### Nets reached from selected ports, run 1

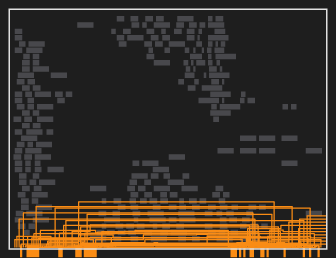
### Signal wires on met1, run 1

Supply wires on this layer in grey.
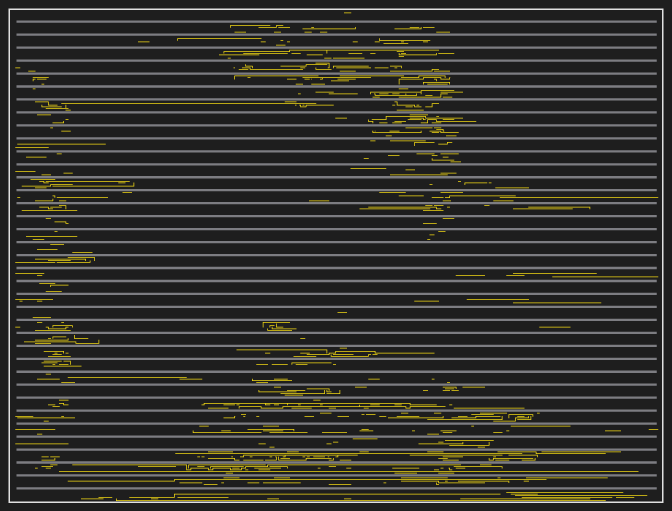
### Cell classes on the final placement, run 1

Bar = 50 µm. Fill, decap, tap and diode cells in grey.
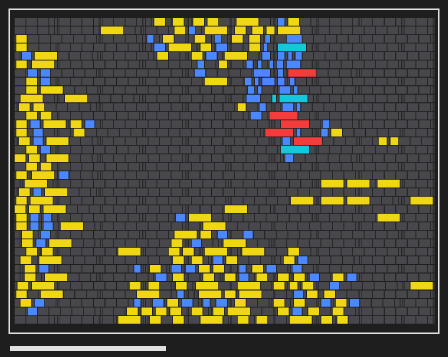
### Track usage over the die, run 1

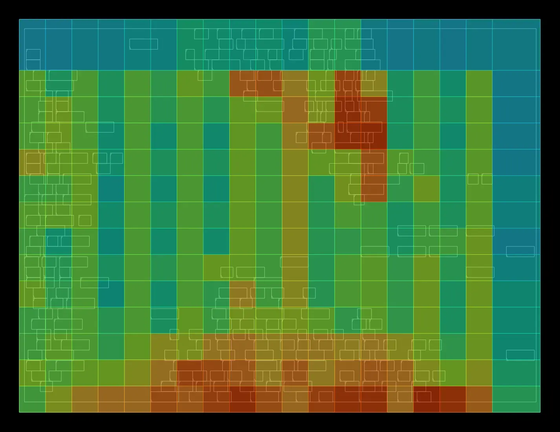
### src/rtl/typedefs_pkg.sv
// rtl/typedefs_pkg.sv - shared types for the unified-memory arbiter
package typedefs_pkg;

    typedef enum logic [1:0] {
        OWN_NONE = 2'd0,
        OWN_LD   = 2'd1,
        OWN_D    = 2'd2,
        OWN_IF   = 2'd3
    } owner_t;

    localparam logic [3:0] FULL_WMASK = 4'b1111;

endpackage

### src/rtl/fetch_starve_ctr.sv
// rtl/fetch_starve_ctr.sv - saturating count of consecutive denied fetch cycles
module fetch_starve_ctr #(
    parameter int STARVE_LIMIT = 4
) (
    input  logic clk,
    input  logic rst,
    input  logic inc,
    input  logic clr,
    output logic at_limit
);

    localparam int CW = $clog2(STARVE_LIMIT + 1);
    localparam logic [CW-1:0] LIMIT = CW'(STARVE_LIMIT);

    logic [CW-1:0] cnt;

    always_ff @(posedge clk or posedge rst) begin
        if (rst) begin
            cnt <= '0;
        end else if (clr) begin
            cnt <= '0;
        end else if (inc && (cnt != LIMIT)) begin
            cnt <= cnt + CW'(1);
        end
    end

    assign at_limit = (cnt == LIMIT);

endmodule

### src/rtl/mem_arbiter.sv
// rtl/mem_arbiter.sv - fixed-priority arbiter sharing one sync-read memory between
// the loader, the core data port and the core fetch port
module mem_arbiter #(
    parameter int XLEN         = 32,
    parameter int AWIDTH       = 10,
    parameter int STARVE_LIMIT = 4
) (
    input  logic              clk,
    input  logic              rst,

    input  logic              ld_req,
    input  logic [AWIDTH-1:0] ld_addr,
    input  logic [XLEN-1:0]   ld_wdata,
    output logic              ld_gnt,

    input  logic              d_req,
    input  logic              d_wen,
    input  logic [AWIDTH-1:0] d_addr,
    input  logic [XLEN-1:0]   d_wdata,
    input  logic [3:0]        d_wmask,
    output logic              d_gnt,
    output logic              d_rvalid,
    output logic [XLEN-1:0]   d_rdata,

    input  logic              if_req,
    input  logic [AWIDTH-1:0] if_addr,
    output logic              if_gnt,
    output logic              if_rvalid,
    output logic [XLEN-1:0]   if_rdata,

    output logic              mem_en,
    output logic              mem_wen,
    output logic [AWIDTH-1:0] mem_addr,
    output logic [XLEN-1:0]   mem_wdata,
    output logic [3:0]        mem_wmask,
    input  logic [XLEN-1:0]   mem_rdata,

    output logic              stall
);

    import typedefs_pkg::*;

    owner_t owner;
    owner_t owner_nxt;
    logic   fetch_first;
    logic   fetch_denied;

    // Grants are masked during reset so nothing reaches the memory before release.
    always_comb begin
        ld_gnt = 1'b0;
        d_gnt  = 1'b0;
        if_gnt = 1'b0;
        if (!rst) begin
            if (ld_req) begin
                ld_gnt = 1'b1;
            end else if (if_req && fetch_first) begin
                if_gnt = 1'b1;
            end else if (d_req) begin
                d_gnt = 1'b1;
            end else if (if_req) begin
                if_gnt = 1'b1;
            end
        end
    end

    always_comb begin
        mem_en    = ld_gnt | d_gnt | if_gnt;
        mem_wen   = 1'b0;
        mem_addr  = '0;
        mem_wdata = '0;
        mem_wmask = '0;
        if (ld_gnt) begin
            mem_wen   = 1'b1;
            mem_addr  = ld_addr;
            mem_wdata = ld_wdata;
            mem_wmask = FULL_WMASK;
        end else if (d_gnt) begin
            mem_wen   = d_wen;
            mem_addr  = d_addr;
            mem_wdata = d_wdata;
            mem_wmask = d_wmask;
        end else if (if_gnt) begin
            mem_addr  = {if_addr[AWIDTH-1:2], 2'b00};
        end
    end

    // Only read grants produce a response in the following cycle.
    always_comb begin
        owner_nxt = OWN_NONE;
        if (d_gnt && !d_wen) begin
            owner_nxt = OWN_D;
        end else if (if_gnt) begin
            owner_nxt = OWN_IF;
        end
    end

    always_ff @(posedge clk or posedge rst) begin
        if (rst) begin
            owner <= OWN_NONE;
        end else begin
            owner <= owner_nxt;
        end
    end

    assign fetch_denied = if_req && !if_gnt;

    fetch_starve_ctr #(
        .STARVE_LIMIT(STARVE_LIMIT)
    ) u_starve (
        .clk      (clk),
        .rst      (rst),
        .inc      (fetch_denied),
        .clr      (!fetch_denied),
        .at_limit (fetch_first)
    );

    assign d_rvalid  = (owner == OWN_D);
    assign if_rvalid = (owner == OWN_IF);
    assign d_rdata   = mem_rdata;
    assign if_rdata  = mem_rdata;

    assign stall = !rst && (fetch_denied || (d_req && !d_gnt));

endmodule

### config.mk
export PLATFORM = sky130hd
export DESIGN_NAME = mem_arbiter
export DESIGN_NICKNAME = d
export VERILOG_FILES = /design/src/rtl/typedefs_pkg.sv /design/src/rtl/fetch_starve_ctr.sv /design/src/rtl/mem_arbiter.sv
export SDC_FILE = /design/constraint.sdc
export NUM_CORES = 1
export LEC_CHECK = 0
export CELL_PAD_IN_SITES_DETAIL_PLACEMENT = 1
export CELL_PAD_IN_SITES_GLOBAL_PLACEMENT = 2
export CORE_ASPECT_RATIO = 0.75
export CORE_UTILIZATION = 10
export CTS_CLUSTER_DIAMETER = 30
export DETAILED_ROUTE_END_ITERATION = 10
export GPL_ROUTABILITY_DRIVEN = 0
export PLACE_DENSITY = 0.95
export REMOVE_ABC_BUFFERS = 1
export SYNTH_ARGS = -nofsm -noshare
export SYNTH_HDL_FRONTEND = slang
export SYNTH_HIERARCHICAL = 1
export SYNTH_SLANG_ARGS = --single-unit
### constraint.sdc
create_clock -name clk -period 3.7 [get_ports clk]
set_clock_uncertainty 0.2 [all_clocks]
set_input_delay 0.555 -clock clk [delete_from_list [all_inputs] [get_ports clk]]
set_output_delay 0.555 -clock clk [all_outputs]
set_load 0.1 [all_outputs]
==> CHANGELOG.md, run 1 <==
### Physical design

* F_max at 316 MHz
* P_int at 463 µW
* Layout cells sized above 1 at 25.7%
* Global-route wire length before repair at 12800 µm
* Clock power frac at 20.8%
* Clk_lat worst skew at 0.23 ns
* Status: finished clean
* Vias per cell at 3.82
* Comb area leader: buffers and inverters
* Placed Instances at 424
* Final period util at 85.5%
* YS chip area at 1360 µm²
* Pwr/cell area at 268 nW/µm²
* Final instance count without filler cells at 428
* Metal2 WL at 4230 µm
* Crit path DRT at 2.94 ns
* Post-CTS setup buffer count at 0
* Die Area at 14100 µm²
* Dominant register cell: dfrtp_1
* Fin Setup TNS at 0 ns
Back to the opening pictures, 'Nets reached from selected ports':
- orange: `d_rdata` (bits 32; direction output; edge south; end cells 0; wire 3240 µm)
total I/O pin count: 254
PortBufs: 155

Back to the opening pictures, 'Signal wires on met1':
- share of all routed wire: 30%
- longest straight run: 121 µm
- nets with wire on the layer: 312
- main direction: horizontal
- wire length on this layer: 2890 µm
via count: 1637
final wirelength: 9560 µm

Back to the opening pictures, 'Cell classes on the final placement':
- cyan: clock drivers and dummy loads (cells 4)
- yellow: remaining buffers and delay cells (cells 159)
- blue: remaining logic cells (cells 89)
- red: sequential cells (cells 5)
utilization after layout: 24.4%
row cnt: 36

Back to the opening pictures, 'Track usage over the die':
wire per inst: 22.3 µm
global routing usage on met3: 14.6%
GR Util met2: 20.1%
gr usage total: 13.1%
GRT Max-Usage Layer: met2

==> run 1: path summary, 6_finish.rpt <==
path                                               end  cells past startpoint  slack, ns                         from
max                                        mem_addr[7]                      5       0.54                          rst
min                        u_starve/cnt[2]$_DFFE_PP0P_                      2       0.41  u_starve/cnt[2]$_DFFE_PP0P_
max reg2reg                u_starve/cnt[0]$_DFFE_PP0P_                      8       1.07  u_starve/cnt[0]$_DFFE_PP0P_
min reg2reg                u_starve/cnt[2]$_DFFE_PP0P_                      2       0.41  u_starve/cnt[2]$_DFFE_PP0P_
max in group asynchronous  u_starve/cnt[1]$_DFFE_PP0P_                      2       2.67                          rst
min in group asynchronous           owner[1]$_DFF_PP0_                      2       0.47                          rst
==> run 1: synth_stat cells, types with 3 or more instances <==
cell type	number	area [µm²]
a21o_1	6	45.0
a221o_1	8	80.1
a22o_1	34	298
and2_1	10	62.6
and3_1	3	18.8
buf_2	11	55.1
buf_4	64	480
dfrtp_1	5	125
inv_1	5	18.8
nand2b_1	4	25.0
nor2b_1	4	25.0
==> run 1: sequential cells by signal, summed over array words and instances, names as in the netlist <==
name and flops:
u_starve/cnt 3, owner 2
==> run 1: worst max-delay path, cell delays in order <==
cell and delay (ns):
clkdlybuf4s50_1 0.53, nor2_1 0.19, and3_1 0.61, a221o_1 0.33, buf_12 0.19
==> run 1: area by class of cell <==
| class | instances | area, µm² | area share [%] |
|---|---|---|---|
| inverter | 5 | 18.8 | 0.584 |
| tap | 171 | 214 | 6.66 |
| timing repair buffer | 159 | 2100 | 65.2 |
| sequential | 5 | 125 | 3.89 |
| multi-input combinational | 84 | 681 | 21.2 |
| clock buffer | 4 | 78.8 | 2.45 |
--- run 2 (diff from run 1) ---
Settings changed: HOLD_SLACK_MARGIN from default to 0.15.
### Cell area per tile, run 2

14 x 10 tiles, from white (low) to dark blue (high), 0 to 100% covered.
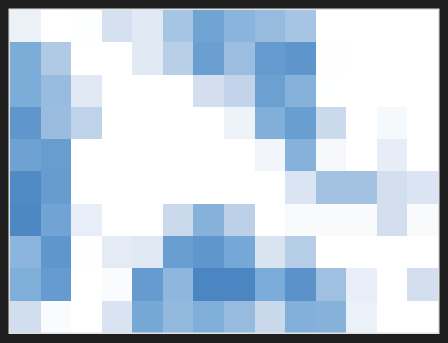
- mean over tiles: 21%
- densest ninth of the die: south
- fullest tile: 65%
core area: 13200 µm²
fp util: 10.4%

==> CHANGELOG.md, run 2 <==
### Physical design

* F_max at 316 MHz
* CP cell instances: clkdlybuf4s50_1 > nor2_1 > and3_1 > a221o_1 > buf_12
* Status: finished clean
* GR Util met2 at 20.1%
* Layout cells sized above 1 at 25.7%
* Pwr/cell area at 268 nW/µm²
* Worst r2r dst: u_starve/cnt[0]$_DFFE_PP0P_
* Clk_lat worst skew at 0.23 ns
* Via count at 1637
* Largest registers: u_starve/cnt x3, owner x2
* Top cell family by delay on the critical path: simple AND/OR/NAND/NOR gates
* PortBufs at 155
* CP Depth at 5
* CP endpoint: mem_addr[7]
* Post-CTS setup buffer count at 0
* P_int at 463 µW
* Top reg by flops: u_starve/cnt
* Wire per inst at 22.3 µm
* Crit path DRT at 2.94 ns
* Gr usage total at 13.1%
* Placed Instances at 424
* Largest stage delay, worst path at 0.61 ns
* Main area contributors: buf_4 35%, a22o_1 22%, dfrtp_1 9.2%
* Final instance count without filler cells at 428
* Global routing usage on met3 at 14.6%
* Clock power frac at 20.8%
* Global-route wire length before repair at 12800 µm
* Top-area cell share at 35.3%
* Dominant register cell: dfrtp_1
* Slowest-stage cell, CP: and3_1
* RR Startpoint: u_starve/cnt[0]$_DFFE_PP0P_
* Worst reg2reg setup slack at 1.07 ns
* Setup crit start: rst
* Worst Hold End: u_starve/cnt[2]$_DFFE_PP0P_
* Hold path depth at 2
* Vias per cell at 3.82
* Worst r2r path cells at 8
* Row cnt at 36
* Die Area at 14100 µm²
## run 2: cell counts after synthesis
Identical to the previous run, type by type.
## run 2: final cells by class
type | count | area, µm² | share of cell area (%)
flip-flops and latches | 5 | 125 | 3.89
inverters | 5 | 18.8 | 0.584
repair buffers | 159 | 2100 | 65.2
clock buffers | 4 | 78.8 | 2.45
well taps | 171 | 214 | 6.66
multi-input cells | 84 | 681 | 21.2
## run 2: power by group through the flow
| stage | clock network (µW) | registers [µW] | logic [µW] |
|---|---|---|---|
| 2_1_floorplan | 0 | 60.2 | 328 |
| 3_3_place_gp | 0 | 60.8 | 619 |
| 3_5_place_dp | 0 | 61.4 | 627 |
| 4_1_cts | 182 | 60.8 | 628 |
| 5_1_grt | 187 | 61.1 | 642 |
| 6_report | 179 | 60.9 | 622 |
## run 2: per-stage QoR
step | util [%] | area [µm²] | TNS [ns] | setup WS, ns | hold WS [ns]
after detailed placement | 23.8 | 3140 | 0 | 0.514 | 0.400
final | 24.4 | 3210 | 0 | 0.536 | 0.407
after floorplan | - | 816 | -70.45 | -1.51 | 0.0962
after CTS | 24.4 | 3210 | 0 | 0.509 | 0.404
after global placement | 23.8 | 3140 | 0 | 0.572 | 0.362
after global routing | 24.4 | 3210 | 0 | 0.407 | 0.440
## run 2: per-layer routing
metal  vias to the layer above  wire length, µm
met1                       744             2890
met2                       169             4230
li1                        715                -
met5                         -               93
met4                         2               44
met3                         7             2290
## run 2: cell families after synthesis
family,after synthesis
and+or+nand+nor,28
DFF,5
muxes,2
AOI/OAI and AO/OA,52
adders and majority gates,2
buffers and inverters,81
## run 2: worst register-to-register path: stages, from the launching register on
cell and delay, ns:
dfrtp_1 0.40, inv_1 0.06, ha_1 0.23, and2_1 0.19
nand2b_1 0.15, and3_1 0.39, nor2b_1 0.30, a21boi_2 0.27
mux2_4 0.32
--- run 3 (diff from run 2) ---
Settings changed: HOLD_SLACK_MARGIN 0.15 to 0.06.
### Track usage over the die, run 3

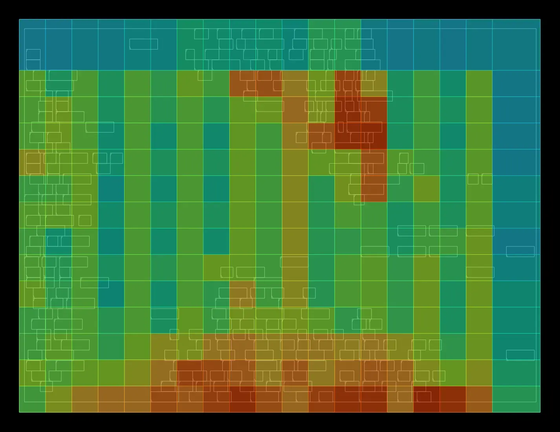
met1 Use GR: 11.5%

==> CHANGELOG.md, run 3 <==
### Physical design

* Status: finished clean
* Top-area cell share at 35.3%
* Yosys top cell by area: buf_4
* Vias per cell at 3.82
* Global-route wire length before repair at 12800 µm
* Power Clock at 179 µW
* PortBufs at 155
* Clk_lat worst skew at 0.23 ns
* Pwr/cell area at 268 nW/µm²
* Post-synth top cells: 64 x buf_4, 34 x a22o_1, 11 x buf_2, 10 x and2_1, 8 x a221o_1
* Row cnt at 36
* Dominant register cell: dfrtp_1
* YS chip area at 1360 µm²
* Max reg flops at 3
* Fp util at 10.4%
* Placed Instances at 424
* Top reg by flops: u_starve/cnt
* Comb pwr at 622 µW
* Gr usage total at 13.1%
* Final instance count without filler cells at 428
* Total I/O pin count at 254
* Largest power group: combinational logic
* Core area at 13200 µm²
==> run 3: area by class of cell <==
| cell class | instances | area [µm²] |
|---|---|---|
| tap | 171 | 214 |
| timing repair buffer | 159 | 2100 |
| sequential | 5 | 125 |
| multi-input combinational | 84 | 681 |
| fill | 1492 | 9940 |
| inverter | 5 | 18.8 |
| clock buffer | 4 | 78.8 |
==> run 3: worst paths after layout <==
| path | start | end | slack [ns] | depth (start not counted) |
|---|---|---|---|---|
| setup / recovery | rst | mem_addr[7] | 0.54 | 5 |
| hold / removal | u_starve/cnt[2]$_DFFE_PP0P_ | u_starve/cnt[2]$_DFFE_PP0P_ | 0.41 | 2 |
| setup reg to reg | u_starve/cnt[0]$_DFFE_PP0P_ | u_starve/cnt[0]$_DFFE_PP0P_ | 1.07 | 8 |
| hold reg to reg | u_starve/cnt[2]$_DFFE_PP0P_ | u_starve/cnt[2]$_DFFE_PP0P_ | 0.41 | 2 |
| max in group asynchronous | rst | u_starve/cnt[1]$_DFFE_PP0P_ | 2.67 | 2 |
| min in group asynchronous | rst | owner[1]$_DFF_PP0_ | 0.47 | 2 |
==> run 3: per-stage QoR <==
stage               setup TNS [ns]  setup WS [ns]  utilization [%]  power [µW]
finish                           0          0.536             24.4         862
global placement                 0          0.572             23.8         679
CTS                              0          0.509             24.4         870
global route                     0          0.407             24.4         890
floorplan                   -70.45          -1.51                -         388
detailed placement               0          0.514             23.8         688
==> run 3: layer usage <==
metal	share of wire [%]	vias up	global-route usage, %
li1	-	715	-
met1	30	744	11.5
met2	44	169	20.1
met3	24	7	14.6
met4	0.46	2	2.03
met5	0.97	-	5.90
==> run 3: worst max-delay path, cell delays in order <==
cell and delay [ns]:
clkdlybuf4s50_1 0.53, nor2_1 0.19, and3_1 0.61, a221o_1 0.33, buf_12 0.19
Power and IR drop assume default switching activity.
